==> config.mk <==
export PLATFORM = sky130hd
export DESIGN_NAME = mem_boot_ctrl_flat
export DESIGN_NICKNAME = d
export VERILOG_FILES = /design/src/rtl/mem_boot_ctrl_if.sv /design/src/rtl/mem_boot_ctrl.sv /design/src/flat_wrapper.sv
export SDC_FILE = /design/constraint.sdc
export NUM_CORES = 1
export LEC_CHECK = 0
export CAP_MARGIN = 20
export CORE_MARGIN = 4
export CORE_UTILIZATION = 35
export CTS_CLUSTER_SIZE = 10
export DETAILED_ROUTE_END_ITERATION = 16
export PLACE_DENSITY = 0.84
export SKIP_CTS_REPAIR_TIMING = 1
export SLEW_MARGIN = 20
export SYNTH_ARGS = -nofsm -noshare
export SYNTH_HDL_FRONTEND = slang
export SYNTH_SLANG_ARGS = --single-unit
==> constraint.sdc <==
create_clock -name clk -period 5 [get_ports clk]
set_clock_uncertainty 0.15 [all_clocks]
set_input_delay 0.75 -clock clk [delete_from_list [all_inputs] [get_ports clk]]
set_output_delay 0.75 -clock clk [all_outputs]
set_load 0.05 [all_outputs]
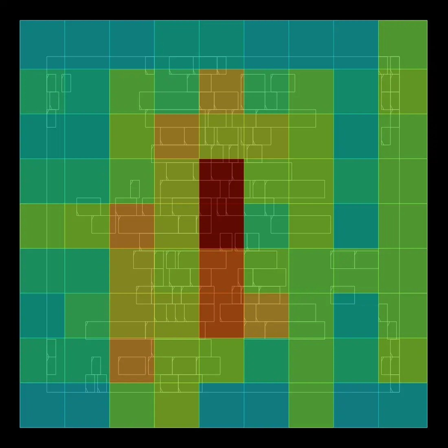
(images/congestion.png)
All-Layer GR Usage: 0.104
most used routing layer in global routing: met2
GR Util met2: 0.166
met3 Usage GRT: 0.0324

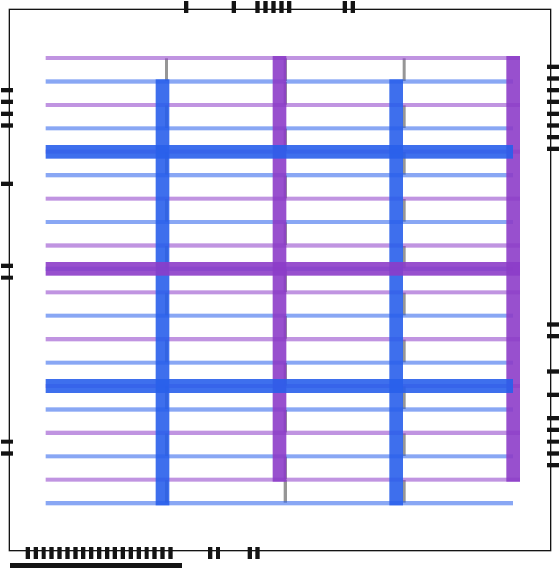
(images/power_grid.png)
The bar under the picture is 20 um long. Pins as bars on the die edge. Tap cells in gray.
- purple: VDD
- blue: VSS
- rows: 19
- tap cells: 31
- met4 straps: 4
- signal pins: 58
- met5 straps: 3
maximum resistive drop on vdd: 0.254 mV
die x size: 62.7 um
area of the core region: 0.00281 mm2

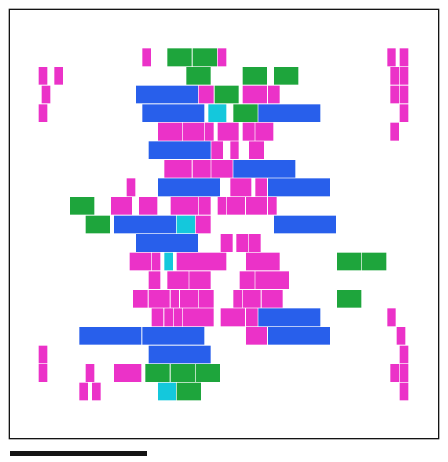
(images/placement_by_type.png)
The bar under the picture is 20 um long.
- green: remaining buffers and delay cells (cells 16)
- blue: sequential cells (cells 15)
- cyan: clock drivers and dummy loads (cells 4)
- magenta: combinational and other logic (cells 80)
Rows: 19
summed area of non-filler cells in the final layout: 0.00110 mm2

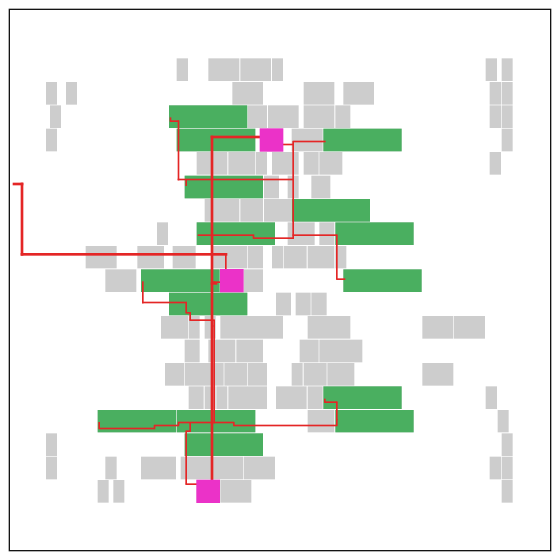
(images/clk_routes.png)
- magenta: clock drivers (count 3)
- green: flip-flops (count 15)
- red: clock wires (length 217 um)
- routed clock nets: 4
clock network power: 71.8 uW
clock latency on the worst-skew pair: 290 ps

==> run notes <==
Summary of implementation figures.

Min path
Hold analysis shows the worst path with a depth of 1. The class of the tightest hold or removal check is reg -> reg.

Synth
The synthesized cell area is 0.00105 mm2. The main logic family after synthesis is buffers and inverters. The synthesis report lists the Yosys warning total as 0.

Yosys stat counts 107 cells in the synthesized netlist. The share of the synthesized area in the top cell type is 0.358. The area fraction in xor and xnor cells is 0.0167. The post-synthesis sequential area ratio is 0.358. The synthesis-stage register bit count is 15.

The simple-gate share of the synthesized area is 0.148. The post-synthesis adder-cell area fraction is 0.0119. The synthesized area divided by synthesized cell count is 9.79 um2. For reference, the top cells by area after synthesis are dfrtp_1 (36%), buf_4 (24%), o21ai_0 (2.4%). In this run, the synthesized area fraction spent on AND-OR/OR-AND gates is recorded as 0.174. The share of flip-flops with an asynchronous set or reset after synthesis is 1.00.

The number of instances in the synthesized netlist is 107. For this run, the leading register cell type out of synthesis is dfrtp_1. The chip area line in the Yosys stat output reads 0.00105 mm2. The cell type that accounts for the most area after synthesis is dfrtp_1.

Pwr
Summed over all nets, the switching power comes to 322 uW. The internal power is 308 uW. The design draws 630 uW.

Of the total power, registers draw 0.304. The script computed a power per unit cell area of 573 mW/mm2. The share of total power dissipated in combinational logic is 0.582.

The script extracted a total leakage power of 0.000503 uW. The switching portion of total power comes to 0.512.

Cells and area
The flip-flop count of the largest register after layout is 9. The diode insertion count for antenna repair is 0. The flow measured a signed area growth from synthesis to layout of 4.90%. The proportion of layout cells with a drive suffix above 1 is 0.113. The number of inserted filler cells in the final layout is 285. Summing all flip-flop and latch instances after layout gives 375 um2.

By instance count after routing, the leading logic cell type is conb_1. The top cell types in the final layout, fill and taps aside, are conb_1 (25), clkdlybuf4s50_1 (16), dfrtp_1 (15). After the last flow step, the layout net total stands at 137.

Routing
The first TritonRoute pass finished after 4 iterations. The detailed router finished its first iteration with 10 violations. The routed design has 1860 um of wire. The DRC violations left is 0. The detailed-route vias per instance is 4.77. Once detail routing completed, the nets flagged for antenna violations numbered 0. The number of vias in the routed layout is 696.

Critical path
STA classifies the critical path endpoint as an output port. In this run the register-to-register setup slack is 3070 ps. The critical path depth in cells is 3.

The buffer and inverter count on the worst path is 2. The kind of cell with the highest combined delay along the critical path is buffers and inverters. The setup path with the least slack is of type in -> out.

In this design, the critical path's most frequently occurring cell is clkdlybuf4s50_1. For the worst setup path, the data required time is 4100 ps. The worst register-to-register path has a depth of 5.

Max fanout on the critical path was recorded as 8. The arrival time of data at the worst endpoint is listed as 2310 ps. The critical path startpoint category is an input port. The highest-delay cell along the critical path is clkdlybuf4s50_1.

STA
Of the available clock period, the critical path in the final layout requires 0.642. The max-slew violation count is 0. The worst pin sits at a relative slew slack of 0.561. Looking at the max-slew report, the worst-margin pin has a slew of 656 ps.

The number of failing setup endpoints in the final timing report is 0. The setup slack of the critical path after layout is 1790 ps. Derived from the worst setup path, the maximum achievable clock frequency is 0.311 GHz. After layout, the minimum clock period comes to 3210 ps.

Setup repair after global routing left no endpoint under its margin. The final layout reports a setup TNS of 0 ps. The hold violation count in the final report is 0.

Place
The final RePlAce weighted congestion is 0.854. Per the post-place timing report, worst setup slack is 1790 ps. The count of buffers from port buffering is 16. The count of placed standard cells including taps is 142.

Global routing
The via count of the first global-routing pass is 722. The wire length of the first global-routing pass is 3220 um. Entering global routing, the biggest net connects 16 pins.

Clock tree
The clock root buffer master is clkbuf_4. TritonCTS built the clock tree. The tree built by TritonCTS fans out to 15 sinks. In this run the number of H-tree levels came out at 1.

Floorplan
The area of the die is 0.00393 mm2. At the floorplan stage, the core utilization is reported as 0.373. The floorplan report gives the top-level pin count as 58.

Run status
The flow ran to the end, and the final reports show no timing, DRC or antenna violations.

Run
The number of maximum-capacitance violations recorded for the run is 0.
## per-layer routing
metal | part of all wire | global-route usage | vias to the layer above
met5 | 0 | 0 | -
met4 | 0.026 | 0.0826 | 0
met2 | 0.49 | 0.166 | 37
met3 | 0.093 | 0.0324 | 5
li1 | - | - | 326
met1 | 0.39 | 0.112 | 328
## cells in the mapped netlist, drive strengths merged (2+ instances only)
library cell  instances
a21o                  2
a21oi                 3
a22o                  2
and2                  3
and2b                 2
buf                  35
dfrtp                15
mux2                  2
nand2                 5
nand3                 2
nor2                  5
nor3                  2
o21ai                 6
xor2                  2
## kinds of logic after synthesis
family          count (synthesis)
mux                             3
compound gates                 23
buf+inv                        37
xor+xnor                        2
flops                          15
fa+ha+maj                       1
other cells                     1
simple gates                   25
## metrics by stage
step	hold slack, ps	utilization	instance area (um2)
finish	356	0.392	1100
global route	378	0.392	1100
floorplan	300	-	1140
CTS	355	0.392	1100
global placement	316	0.382	1070
detailed placement	331	0.382	1070
## power groups by stage
stage	sequential [uW]	combinational, uW	clock (uW)
3_5_place_dp	194	368	0
3_3_place_gp	190	362	0
2_1_floorplan	222	282	0
6_report	191	367	71.8
4_1_cts	191	368	74.0
5_1_grt	200	388	79.8
## layout make-up
type,instances,area share
Timing Repair Buffer,16,0.146
Multi-Input combinational cell,79,0.450
Inverter,1,0.00342
Sequential cell,15,0.342
Tap cell,31,0.0353
Clock buffer,4,0.0239
Power and IR drop assume default switching activity.
